[src/rtl/fitness_evaluator.sv]
// Reduces the masked per-output error sums of one processed chromosome to a fitness value,
// hands the done-feedback pulse back upstream and tracks the best chromosome of the generation.
module fitness_evaluator #(
    parameter int NUM_OUTPUTS = 8,
    parameter int SUM_WIDTH   = 32,
    parameter int ID_WIDTH    = 8,
    parameter int FIT_WIDTH   = SUM_WIDTH + $clog2(NUM_OUTPUTS)
) (
    input  logic                             iClock,
    input  logic                             iReset,
    input  logic                             iDoneProcessing,
    input  logic [NUM_OUTPUTS*SUM_WIDTH-1:0] iErrorSums,
    input  logic [NUM_OUTPUTS-1:0]           iOutputMask,
    input  logic [ID_WIDTH-1:0]              iChromId,
    input  logic                             iNewGeneration,
    input  logic                             iFitnessAck,
    output logic                             oDoneProcessingFeedback,
    output logic                             oFitnessValid,
    output logic [FIT_WIDTH-1:0]             oFitness,
    output logic [ID_WIDTH-1:0]              oChromId,
    output logic                             oPerfect,
    output logic [FIT_WIDTH-1:0]             oBestFitness,
    output logic [ID_WIDTH-1:0]              oBestChromId,
    output logic                             oBestValid,
    output logic                             oBusy
);

    localparam int LANE_WIDTH = (NUM_OUTPUTS > 1) ? $clog2(NUM_OUTPUTS) : 1;
    localparam logic [LANE_WIDTH-1:0] LAST_LANE = LANE_WIDTH'(NUM_OUTPUTS - 1);

    typedef enum logic [2:0] {IDLE, SUM, COMPARE, ACK, PRESENT} state_t;

    state_t                           state;
    logic [NUM_OUTPUTS*SUM_WIDTH-1:0] sums;
    logic [NUM_OUTPUTS-1:0]           mask;
    logic [ID_WIDTH-1:0]              chrom_id;
    logic [FIT_WIDTH-1:0]             acc;
    logic [LANE_WIDTH-1:0]            lane;
    logic [SUM_WIDTH-1:0]             lane_sum;

    always_comb begin
        lane_sum = '0;
        if (mask[lane])
            lane_sum = sums[int'(lane)*SUM_WIDTH +: SUM_WIDTH];
    end

    assign oBusy = (state != IDLE);

    always_ff @(posedge iClock) begin
        if (iReset) begin
            state                   <= IDLE;
            sums                    <= '0;
            mask                    <= '0;
            chrom_id                <= '0;
            acc                     <= '0;
            lane                    <= '0;
            oDoneProcessingFeedback <= 1'b0;
            oFitnessValid           <= 1'b0;
            oFitness                <= '0;
            oChromId                <= '0;
            oPerfect                <= 1'b0;
            oBestFitness            <= '1;
            oBestChromId            <= '0;
            oBestValid              <= 1'b0;
        end else begin
            if (iNewGeneration) begin
                oBestFitness <= '1;
                oBestChromId <= '0;
                oBestValid   <= 1'b0;
            end

            case (state)
                IDLE: begin
                    if (iDoneProcessing) begin
                        sums     <= iErrorSums;
                        mask     <= iOutputMask;
                        chrom_id <= iChromId;
                        acc      <= '0;
                        lane     <= '0;
                        state    <= SUM;
                    end
                end
                SUM: begin
                    acc  <= acc + FIT_WIDTH'(lane_sum);
                    lane <= lane + 1'b1;
                    if (lane == LAST_LANE)
                        state <= COMPARE;
                end
                COMPARE: begin
                    oFitness <= acc;
                    oChromId <= chrom_id;
                    oPerfect <= (acc == '0);
                    // A coincident new-generation clear is overridden here, making this result the new best.
                    if (iNewGeneration || !oBestValid || acc < oBestFitness) begin
                        oBestFitness <= acc;
                        oBestChromId <= chrom_id;
                        oBestValid   <= 1'b1;
                    end
                    oDoneProcessingFeedback <= 1'b1;
                    state                   <= ACK;
                end
                ACK: begin
                    oDoneProcessingFeedback <= 1'b0;
                    oFitnessValid           <= 1'b1;
                    state                   <= PRESENT;
                end
                PRESENT: begin
                    if (iFitnessAck) begin
                        oFitnessValid <= 1'b0;
                        state         <= IDLE;
                    end
                end
                default: state <= IDLE;
            endcase
        end
    end

endmodule
[config.mk]
export PLATFORM = sky130hd
export DESIGN_NAME = fitness_evaluator
export DESIGN_NICKNAME = d
export VERILOG_FILES = /design/src/rtl/fitness_evaluator.sv
export SDC_FILE = /design/constraint.sdc
export NUM_CORES = 1
export LEC_CHECK = 0
export ABC_AREA = 1
export CAP_MARGIN = 5
export CELL_PAD_IN_SITES_DETAIL_PLACEMENT = 1
export CELL_PAD_IN_SITES_GLOBAL_PLACEMENT = 1
export CORE_AREA = 2 2 246 248
export DETAILED_ROUTE_END_ITERATION = 8
export DIE_AREA = 0 0 248 250
export HOLD_SLACK_MARGIN = 0.05
export PLACE_DENSITY_LB_ADDON = 0.1
export SYNTH_ARGS = -nofsm -noshare
export SYNTH_HDL_FRONTEND = slang
export SYNTH_SLANG_ARGS = --single-unit
[constraint.sdc]
create_clock -name iClock -period 3 [get_ports iClock]
set_input_delay 0.3 -clock iClock [delete_from_list [all_inputs] [get_ports iClock]]
set_output_delay 0.3 -clock iClock [all_outputs]
set_load 0.1 [all_outputs]
Figure 1. Signal wires on met1.
Supply wires on this layer in grey.
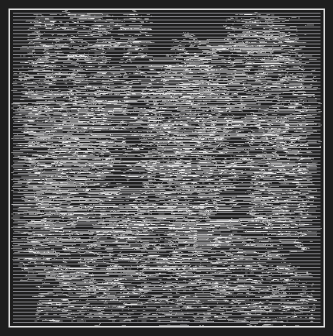
wire length on this layer = 38.4 mm
share of all routed wire = 45%
longest straight run = 70.4 um
nets with wire on the layer = 3492
main direction = horizontal

Figure 2. Metal 2.
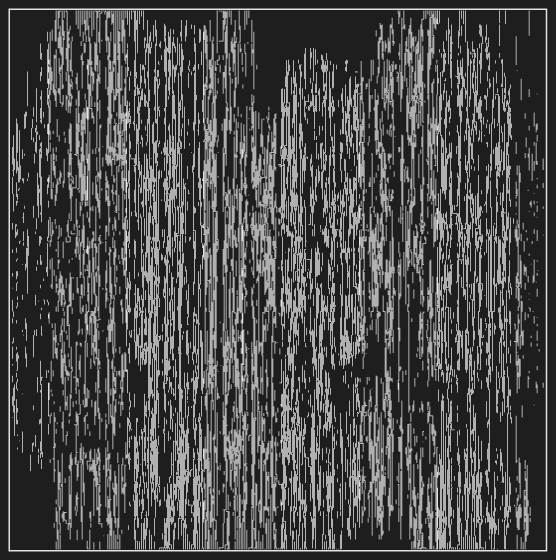
nets with wire on the layer = 3260
share of all routed wire = 48%
main direction = vertical
wire length on this layer = 40.6 mm
longest straight run = 103 um

Figure 3. Metal 3.
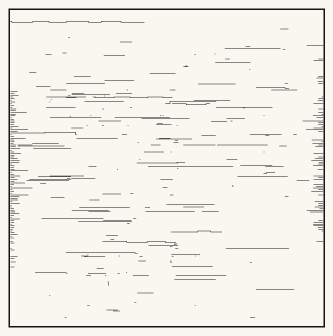
nets with wire on the layer = 258
wire length on this layer = 3330 um
share of all routed wire = 3.9%
via count: 21500
drt total wl: 84700 um
GR Layer Usage met3: 0.0329

## routing by layer
metal	wire, um	vias to the layer above
li1	-	10500
met1	38400	10500
met3	3330	110
met5	0	-
met2	40600	439
met4	2320	0
## final cells by class
type / instances / share of cell area
multi-input combinational: 1980 / 0.389
sequential: 403 / 0.280
timing repair buffer: 580 / 0.192
clock buffer: 65 / 0.0476
inverter: 346 / 0.0461
tap: 782 / 0.0339
clock inverter: 24 / 0.0120
timing repair inverter: 1 / 0.000390
## tightest hold or removal path, delay by kind of cell
family / cells / cell delay, ps
AND/OR/NAND/NOR: 1 / 140
buffers and inverters: 2 / 270
## state kept, by name, summed over array words and instances (netlist names)
name                     cells
lane                         3
state                        3
oBestValid                   1
mask                         8
oBestChromId                 8
oFitnessValid                1
oDoneProcessingFeedback      1
chrom_id                     8
sums                       256
oPerfect                     1
oBestFitness                35
oFitness                    35
acc                         35
oChromId                     8
## metrics by stage
step | power (uW) | area [um^2]
2_1_floorplan | 11500 | 20000
3_3_place_gp | 14300 | 25200
3_5_place_dp | 14500 | 25200
4_1_cts | 21000 | 27100
5_1_grt | 23100 | 28900
6_report | 22000 | 28900
## cell families (layout without fill, tap and decap cells)
logic type	after synthesis	after routing	share of synthesized area
flops	403	403	0.403
buf+inv	536	1016	0.111
compound gates	975	975	0.248
fa+ha+maj	69	69	0.0435
simple gates	936	936	0.194
## final timing paths
| path | slack [ps] | from | endpoint |
|---|---|---|---|
| setup / recovery | -130 | lane[0]$_SDFFE_PP0P_ | acc[24]$_SDFFE_PP0P_ |
| hold / removal | 160 | iReset | oBestFitness[1]$_SDFF_PP1_ |
| hold reg to reg | 450 | sums[47]$_SDFFE_PP0P_ | sums[47]$_SDFFE_PP0P_ |
| setup reg to reg | -130 | lane[0]$_SDFFE_PP0P_ | acc[24]$_SDFFE_PP0P_ |
==> ci_impl_report.md <==
### Flow metrics

| Metric | Value |
|---|---|
| Post-cts resize count | `64` |
| Synthesized netlist cell count | `2919` |
| DR iter-0 viols | `984` |
| Final #Nets | `3706` |
| Ratio of cells with drive above 1 in the final layout | `0.211` |
| Worst-margin pin slew | `973 ps` |
| Number of hold-slack violations in the final timing report | `0` |
| Total clock sinks | `403` |
| Main area contributors | `dfxtp_1, a21oi_1, o21ai_0` |
| Post-synthesis cell count from yosys | `2919` |
| Violations in the final reports | `setup timing` |
| Top delay family on crit path | `AND-OR/OR-AND gates` |
| First-pass iteration count of the detailed router | `5` |
| Die area | `0.0620 mm^2` |
| Number of pins exceeding their max-slew limit in the final report | `0` |
| Number of synthesized register bits | `403` |
| Top cells by count, synth | `a21oi_1, dfxtp_1, nor2_1` |
| Library cell with the highest instance count after synthesis | `a21oi_1` |
| Hold Path Class | `in2reg` |
| GRT Residual Overflow | `0` |
| Commonest non-fill, non-tap cells in the layout | `dfxtp_1, a21oi_1, nor2_1` |
| YS chip area | `0.0200 mm^2` |
| Width of the chip | `248 um` |
| Run status | `finished, violations left` |
| Leakage Power | `0.0125 uW` |
| Number of cells traversed by the worst register-to-register path | `20` |
| Worst slew margin relative to its limit | `0.349` |
| Total number of H-tree levels | `2` |
| Count of final setup violators | `26` |
| Clock latency on the worst-skew pair | `600 ps` |
| Number of cells in the design after placement | `4067` |
| Antenna violations before repair | `0` |
| Count of unresolved DRC violations after routing | `0` |
| HPWL after detailed placement | `60900 um` |
| Peak supply drop | `0.000475 V` |
| Clock-pin slew on the worst setup and hold paths | `60 ps` |
| Library cell appearing most often on the critical path | `buf_4` |
| CTS tree | `built` |
| Sequential share of the synthesized area | `0.403` |
| Total GRT Usage | `0.256` |
| Row count | `90` |
| Proportion of power drawn by flip-flops and latches | `0.310` |
| Busiest layer in global routing | `met2` |
| Critical-path cell list | `buf_12, buf_4, a21oi_1, o21ai_0, buf_4, a21oi_1, o21ai_2, inv_2, ha_4, buf_4, nand2_4, inv_2, a21oi_4, buf_4, nand2_4, nand3_2, nand3_1, nand2_1, nand3_1, a21oi_2` |
| Fmax | `320 MHz` |
| Unrepaired setup endpoints after global routing | `true` |
| Clock-net power | `6380 uW` |
| Crit path arrival time | `3640 ps` |
| Setup slack after layout | `-130 ps` |
| Bufs and invs on worst path | `7` |
| Pre-CTS worst setup slack | `-255 ps` |
| Part of the power in combinational logic | `0.400` |
| Power of the combinational group | `8810 uW` |
| Power density normalized to cell area | `762 mW/mm^2` |
| Highest-power group | `combinational cells` |
| Die Span Y | `250 um` |
| Post-DRT Antenna Nets | `0` |
| Cell type with the largest total area | `dfxtp_1` |
| Sw Pwr | `8610 uW` |
| # fillers | `7345` |
| Number of synthesis warnings | `0` |
| Total negative slack | `-2000 ps` |
| Final weighted congestion in routability-driven placement | `0.869` |
| Vias in the first global route | `21700` |
| Mean instance size in the synthesized netlist | `6.86 um^2` |
| Switching share of power | `0.391` |
| Std-Cell Core Area | `0.0596 mm^2` |
| Vias per inst | `5.14` |
| Maximum buffer depth of the clock tree | `3` |
| Largest fanout on the critical path | `7` |
| Period minus WS final | `3130 ps` |
| Met2 demand-to-capacity share in global routing | `0.428` |
| Post-Synthesis Cell Area | `0.0200 mm^2` |
| Max incr delay on CP | `400 ps` |
| Flip-flop and latch area | `0.00808 mm^2` |
| Clock group share of total power | `0.290` |
| Slowest CP cell | `dfxtp_4` |
| Number of buffers inserted by port buffering | `367` |
| Top flip-flop cell by instance count after synthesis | `dfxtp_1` |
| End-of-flow core utilization | `0.485` |
| Area growth from synthesis to layout | `44.3%` |
| Average routed wire per standard cell | `20.3 um` |
| Number of warning messages in the logs | `32` |
| Combinational cell area excluding buffers and inverters | `0.0112 mm^2` |
| I/O pin count | `368` |
| Count of flip-flops with a built-in enable after synthesis | `0` |
| Yosys top cell area share | `0.403` |
| Most common cell after layout, fill and taps aside | `dfxtp_1` |
| Seq power | `6830 uW` |
Power figures rest on the tool's default switching activity, not on a simulated workload.
